==> images/clocks.png <==
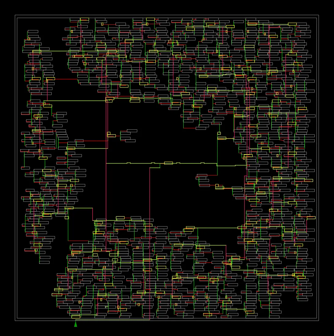
==> images/clk_routes.png <==
The bar under the picture is 100 um long.
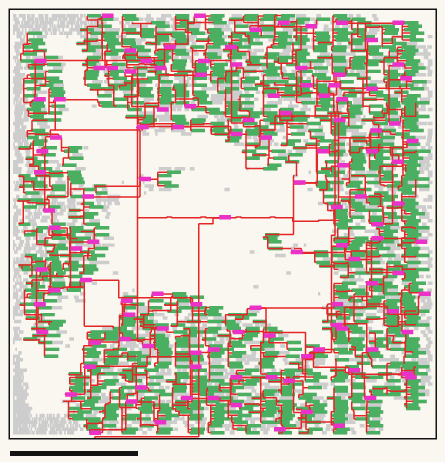
==> images/placement_by_type.png <==
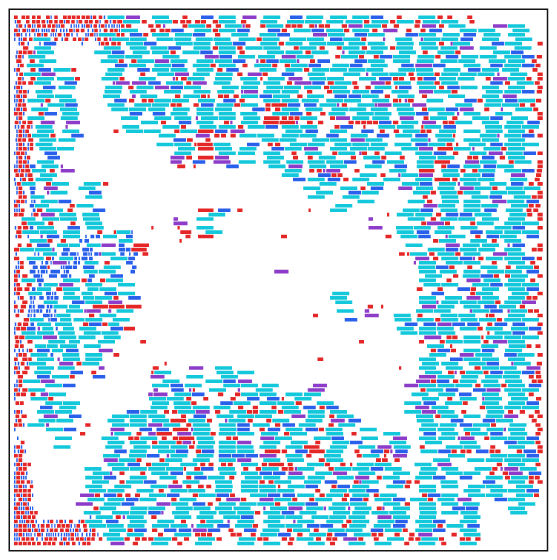
==> images/power_grid.png <==
The bar under the picture is 100 um long. Pins as bars on the die edge. Tap cells in gray.
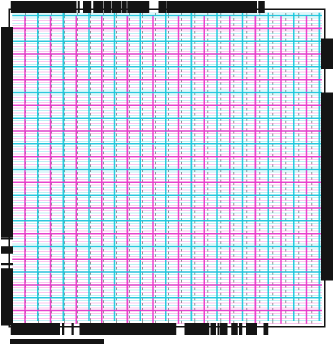
## src/rtl/graph_pkg.sv

```systemverilog
// graph_pkg -- shared constants and types for the graph pipeline.
//   PRECISION    : bits per node feature
//   EDGE_BITS    : low-order edge/flag bits in every node word
//   IS_EVENT_BIT : edge bit that marks a node as carrying an event
//   NUM_BANKS    : number of rotating node-memory banks
package graph_pkg;

  localparam int PRECISION    = 8;
  localparam int EDGE_BITS    = 18;
  localparam int IS_EVENT_BIT = 4;
  localparam int NUM_BANKS    = 3;

  typedef enum logic [1:0] {
    IDLE  = 2'd0,
    SCAN  = 2'd1,
    DRAIN = 2'd2,
    CLEAR = 2'd3
  } scan_state_t;

endpackage

```

## src/rtl/sync_fifo.sv

```systemverilog
// sync_fifo -- show-ahead synchronous FIFO, power-of-two depth.
//   clk, reset (async, active-low)
//   push/din  : write side; a push while full is accepted only with a pop
//   pop/dout  : read side; dout shows the head entry whenever !empty
//   empty, full, count : occupancy status
module sync_fifo #(
  parameter int WIDTH = 8,
  parameter int DEPTH = 4
) (
  input  logic                     clk,
  input  logic                     reset,
  input  logic                     push,
  input  logic                     pop,
  input  logic [WIDTH-1:0]         din,
  output logic [WIDTH-1:0]         dout,
  output logic                     empty,
  output logic                     full,
  output logic [$clog2(DEPTH):0]   count
);

  localparam int PTR_W = (DEPTH > 1) ? $clog2(DEPTH) : 1;

  logic [WIDTH-1:0]       mem [DEPTH];
  logic [PTR_W-1:0]       wr_ptr_reg;
  logic [PTR_W-1:0]       rd_ptr_reg;
  logic [$clog2(DEPTH):0] count_reg;
  logic                   do_push;
  logic                   do_pop;

  assign empty   = (count_reg == '0);
  assign full    = (count_reg == ($clog2(DEPTH) + 1)'(DEPTH));
  assign count   = count_reg;
  assign do_pop  = pop && !empty;
  // A full FIFO still takes a push when the head leaves in the same cycle.
  assign do_push = push && (!full || do_pop);
  assign dout    = mem[rd_ptr_reg];

  always_ff @(posedge clk) begin
    if (do_push) begin
      mem[wr_ptr_reg] <= din;
    end
  end

  always_ff @(posedge clk or negedge reset) begin
    if (!reset) begin
      wr_ptr_reg <= '0;
      rd_ptr_reg <= '0;
      count_reg  <= '0;
    end else begin
      if (do_push) wr_ptr_reg <= wr_ptr_reg + 1'b1;
      if (do_pop)  rd_ptr_reg <= rd_ptr_reg + 1'b1;
      if (do_push && !do_pop)      count_reg <= count_reg + 1'b1;
      else if (do_pop && !do_push) count_reg <= count_reg - 1'b1;
    end
  end

endmodule

```

## src/rtl/graph_bank_scanner.sv

```systemverilog
// graph_bank_scanner -- when the pooling stage moves to a new bank, sweep the
// bank it just left: stream every event node to the next layer, then zero it.
//   clk, reset (async, active-low)
//   bank_ptr            : bank currently written by pooling (0..2)
//   read                : BRAM read data, valid READ_LATENCY cycles after ena
//   addr/ena/wea/write  : BRAM port (write data is always zero)
//   rd_bank             : bank being scanned or cleared
//   out_valid/out_ready/out_addr/out_data : event node stream
//   busy                : sweep in progress (SCAN through CLEAR)
//   overrun             : sticky, bank_ptr moved while a sweep was running
module graph_bank_scanner
  import graph_pkg::*;
#(
  parameter int GRAPH_SIZE   = 16,
  parameter int PRECISION    = graph_pkg::PRECISION,
  parameter int INPUT_DIM    = 32,
  parameter int ADDR_WIDTH   = $clog2(GRAPH_SIZE*GRAPH_SIZE),
  parameter int DATA_WIDTH   = INPUT_DIM*PRECISION+18,
  parameter int READ_LATENCY = 2,
  parameter int FIFO_DEPTH   = 4
) (
  input  logic                  clk,
  input  logic                  reset,
  input  logic [1:0]            bank_ptr,
  input  logic [DATA_WIDTH-1:0] read,
  output logic [ADDR_WIDTH-1:0] addr,
  output logic                  ena,
  output logic                  wea,
  output logic [DATA_WIDTH-1:0] write,
  output logic [1:0]            rd_bank,
  output logic                  out_valid,
  input  logic                  out_ready,
  output logic [ADDR_WIDTH-1:0] out_addr,
  output logic [DATA_WIDTH-1:0] out_data,
  output logic                  busy,
  output logic                  overrun
);

  localparam int N      = GRAPH_SIZE * GRAPH_SIZE;
  localparam int CNT_W  = $clog2(FIFO_DEPTH) + 1;
  localparam int FW     = ADDR_WIDTH + DATA_WIDTH;
  localparam logic [ADDR_WIDTH-1:0] LAST_ADDR = ADDR_WIDTH'(N - 1);

  scan_state_t           state_reg, state_next;
  logic [ADDR_WIDTH-1:0] addr_reg, addr_next;
  logic [1:0]            rd_bank_reg, rd_bank_next;
  logic [1:0]            bank_prev_reg;
  logic                  bank_seen_reg;
  logic                  overrun_reg;
  logic                  bank_change;
  logic                  trigger;

  logic [READ_LATENCY-1:0] vld_pipe_reg;
  logic [ADDR_WIDTH-1:0]   addr_pipe_reg [READ_LATENCY];
  int                      in_flight;
  int                      free_slots;
  logic                    credit_ok;
  logic                    issue;

  logic             fifo_push, fifo_pop, fifo_empty, fifo_full;
  logic [FW-1:0]    fifo_dout;
  logic [CNT_W-1:0] fifo_count;

  // bank_seen_reg keeps the first clock after reset from looking like a change.
  assign bank_change = bank_seen_reg && (bank_prev_reg != bank_ptr);
  assign trigger     = bank_change && (state_reg == IDLE);

  always_ff @(posedge clk or negedge reset) begin
    if (!reset) begin
      bank_prev_reg <= '0;
      bank_seen_reg <= 1'b0;
      overrun_reg   <= 1'b0;
    end else begin
      bank_prev_reg <= bank_ptr;
      bank_seen_reg <= 1'b1;
      if (bank_change && (state_reg != IDLE)) overrun_reg <= 1'b1;
    end
  end

  // Read-return pipeline: valid bit and address travel with each read.
  generate
    for (genvar gi = 0; gi < READ_LATENCY; gi++) begin : g_pipe
      always_ff @(posedge clk or negedge reset) begin
        if (!reset) vld_pipe_reg[gi] <= 1'b0;
        else        vld_pipe_reg[gi] <= (gi == 0) ? issue : vld_pipe_reg[(gi == 0) ? 0 : gi-1];
      end
      always_ff @(posedge clk) begin
        addr_pipe_reg[gi] <= (gi == 0) ? addr_reg : addr_pipe_reg[(gi == 0) ? 0 : gi-1];
      end
    end
  endgenerate

  always_comb begin
    in_flight = 0;
    for (int i = 0; i < READ_LATENCY; i++) begin
      in_flight = in_flight + int'(vld_pipe_reg[i]);
    end
  end

  // Credit rule: a read may only issue if a slot is reserved for every
  // outstanding read, so the FIFO can never overflow.
  assign free_slots = FIFO_DEPTH - int'(fifo_count);
  assign credit_ok  = free_slots > in_flight;
  assign issue      = (state_reg == SCAN) && credit_ok;

  assign fifo_push = vld_pipe_reg[READ_LATENCY-1] && read[IS_EVENT_BIT];
  assign fifo_pop  = out_valid && out_ready;

  sync_fifo #(.WIDTH(FW), .DEPTH(FIFO_DEPTH)) u_fifo (
    .clk   (clk),
    .reset (reset),
    .push  (fifo_push),
    .pop   (fifo_pop),
    .din   ({addr_pipe_reg[READ_LATENCY-1], read}),
    .dout  (fifo_dout),
    .empty (fifo_empty),
    .full  (fifo_full),
    .count (fifo_count)
  );

  always_ff @(posedge clk or negedge reset) begin
    if (!reset) begin
      state_reg   <= IDLE;
      addr_reg    <= '0;
      rd_bank_reg <= '0;
    end else begin
      state_reg   <= state_next;
      addr_reg    <= addr_next;
      rd_bank_reg <= rd_bank_next;
    end
  end

  always_comb begin
    state_next   = state_reg;
    addr_next    = addr_reg;
    rd_bank_next = rd_bank_reg;
    ena          = 1'b0;
    wea          = 1'b0;
    unique case (state_reg)
      IDLE: begin
        addr_next = '0;
        if (trigger) begin
          state_next   = SCAN;
          rd_bank_next = bank_prev_reg;
        end
      end
      SCAN: begin
        if (credit_ok) begin
          ena = 1'b1;
          if (addr_reg == LAST_ADDR) begin
            addr_next  = '0;
            state_next = DRAIN;
          end else begin
            addr_next = addr_reg + 1'b1;
          end
        end
      end
      DRAIN: begin
        if ((in_flight == 0) && fifo_empty) state_next = CLEAR;
      end
      CLEAR: begin
        ena = 1'b1;
        wea = 1'b1;
        if (addr_reg == LAST_ADDR) begin
          addr_next  = '0;
          state_next = IDLE;
        end else begin
          addr_next = addr_reg + 1'b1;
        end
      end
      default: state_next = IDLE;
    endcase
  end

  assign addr      = addr_reg;
  assign rd_bank   = rd_bank_reg;
  assign write     = '0;
  assign busy      = (state_reg != IDLE);
  assign overrun   = overrun_reg;
  assign out_valid = !fifo_empty;
  assign {out_addr, out_data} = fifo_dout;

endmodule

```

## config.mk

```make
export PLATFORM = sky130hd
export DESIGN_NAME = graph_bank_scanner
export DESIGN_NICKNAME = d
export VERILOG_FILES = /design/src/rtl/graph_pkg.sv /design/src/rtl/sync_fifo.sv /design/src/rtl/graph_bank_scanner.sv
export SDC_FILE = /design/constraint.sdc
export NUM_CORES = 1
export LEC_CHECK = 0
export CORE_AREA = 2 2 331 333
export CTS_CLUSTER_DIAMETER = 100
export DETAILED_ROUTE_END_ITERATION = 8
export DIE_AREA = 0 0 333 335
export GPL_TIMING_DRIVEN = 0
export PLACE_DENSITY = 0.68
export SETUP_SLACK_MARGIN = 0.3
export SLEW_MARGIN = 30
export SYNTH_ARGS = -nofsm -noshare
export SYNTH_HDL_FRONTEND = slang
export SYNTH_HIERARCHICAL = 1
export SYNTH_SLANG_ARGS = --single-unit
```

## constraint.sdc

```tcl
create_clock -name clk -period 20 [get_ports clk]
set_input_delay 2 -clock clk [delete_from_list [all_inputs] [get_ports clk]]
set_output_delay 2 -clock clk [all_outputs]
set_load 0.01 [all_outputs]
```

==> run notes <==
fresh numbers from the pnr run: largest net degree at the start of global routing 42, non-clock buffer area fraction after layout 15.8%, synthesized cell area 44,600 um^2, largest area contributor in the netlist edfxtp_1, max reg flops 1,128, CTS tree built, Mapped Cells 1,902, combinational share of cell area 14.2%, Worst Setup Start Kind flip-flop, pre-CTS setup slack 14.97 ns, ANT cells 21, crit-path cells clkbuf_1 > buf_2 > mux4_2 > clkdlybuf4s50_1, share of cells above drive strength 1 27.8%, top cells by count 1,128 x edfxtp_1, 282 x mux4_2, 274 x buf_4, 30 x buf_2, 29 x buf_6, Seq pwr share 39.5%, FFs w/ async S/R, synth 2.14%, Hold Crit Depth 0, drt first pass iters 5, cells on worst reg2reg path 8, unrepaired setup endpoints after global routing no, Switching Power 2.27 mW, crit path launch u_fifo/rd_ptr_reg[1], Combinational Gates 653, worst hold slack 0.327 ns, Clk pin slew, worst setup/hold paths 0.06 ns, CP Max Fanout 10, multi-input logic area 8160 um^2, setup TNS 0 ns, # port buffers 575, Total GRT Usage 17.7%, Max Cap Viol 0, Crit Path Category flip-flop to output port, post-CTS setup buffers 0, Leak 20.0 nW, YS chip area 44,600 um^2, most instantiated logic cells after routing 1,128 x edfxtp_1, 574 x clkdlybuf4s50_1, 282 x mux4_2, Cell Type Count 49, number of OpenROAD warnings 34, Synth top area share 76.0%, worst flop-to-flop path endpoint u_fifo/mem[3][94], CP arrival 3.33 ns, Clock Path Buffers 3, WL/cell 22.8 um, top cell type by instance count after synthesis edfxtp_1, outcome complete, no violations, WHS Endpoint addr_pipe_reg[0][8], Final Critical Period 5.33 ns, Relative slew margins 39.7%
Back to the opening pictures, clocks.png:
CTS buffer count: 117
clock skew: 0.0229 ns
# clock sinks: 1,169
Flops: 1,169

Back to the opening pictures, clk_routes.png:
Key: red = clock wires [length 12,900 um]; green = flip-flops [count 1,169]; magenta = clock drivers [count 117]
There are 118 routed clock nets. Position of the flops: spread over the die.
Clk Latency, worst-skew pair: 0.69 ns
Clock Power: 2.11 mW
clock power share: 26.5%

Back to the opening pictures, placement_by_type.png:
Key: red = other buffers and delay cells [cells 942, share of their area 16%]; blue = combinational and other logic [cells 667, share of their area 15%]; purple = clock drivers and dummy loads [cells 215, share of their area 6.7%]; cyan = flops [cells 1,169, share of their area 62%]
core area: 108,000 um^2
final instance area: 57,700 um^2
sequential share of cell area: 60.4%

Back to the opening pictures, power_grid.png:
Key: magenta = VSS; cyan = VDD
24 straps on met5. 1,414 tap cells. 24 straps on met4. The core has 121 rows. 122 met1 rails follow the rows.
Die X: 333 um
die height: 335 um
Peak supply drop: 0.0844 mV

==> layer usage <==
metal / up-vias / part of all wire (%)
met4: 18 / 3.9
met1: 10930 / 37
met5: - / 0.11
met3: 193 / 7.2
met2: 711 / 52
li1: 9324 / -
==> logic make-up after synthesis <==
family                     Yosys count  synth area share, %
DFF                               1169                 78.1
other                                2               0.0168
muxes                              289                 14.4
xor gates and xnor gates             9                0.177
and+or+nand+nor                     40                0.480
buffers and inverters              353                 5.91
AOI/OAI and AO/OA                   24                0.421
adders and majority gates           16                0.466
==> power by group through the flow <==
stage	registers [mW]	logic, mW	clock network (mW)
floorplan	3.27	1.41	0
finish	3.14	2.71	2.11
global placement	3.37	2.66	0
detailed placement	3.19	2.76	0
global route	3.17	2.88	2.26
CTS	3.14	2.77	2.16
Power figures rest on the tool's default switching activity, not on a simulated workload.
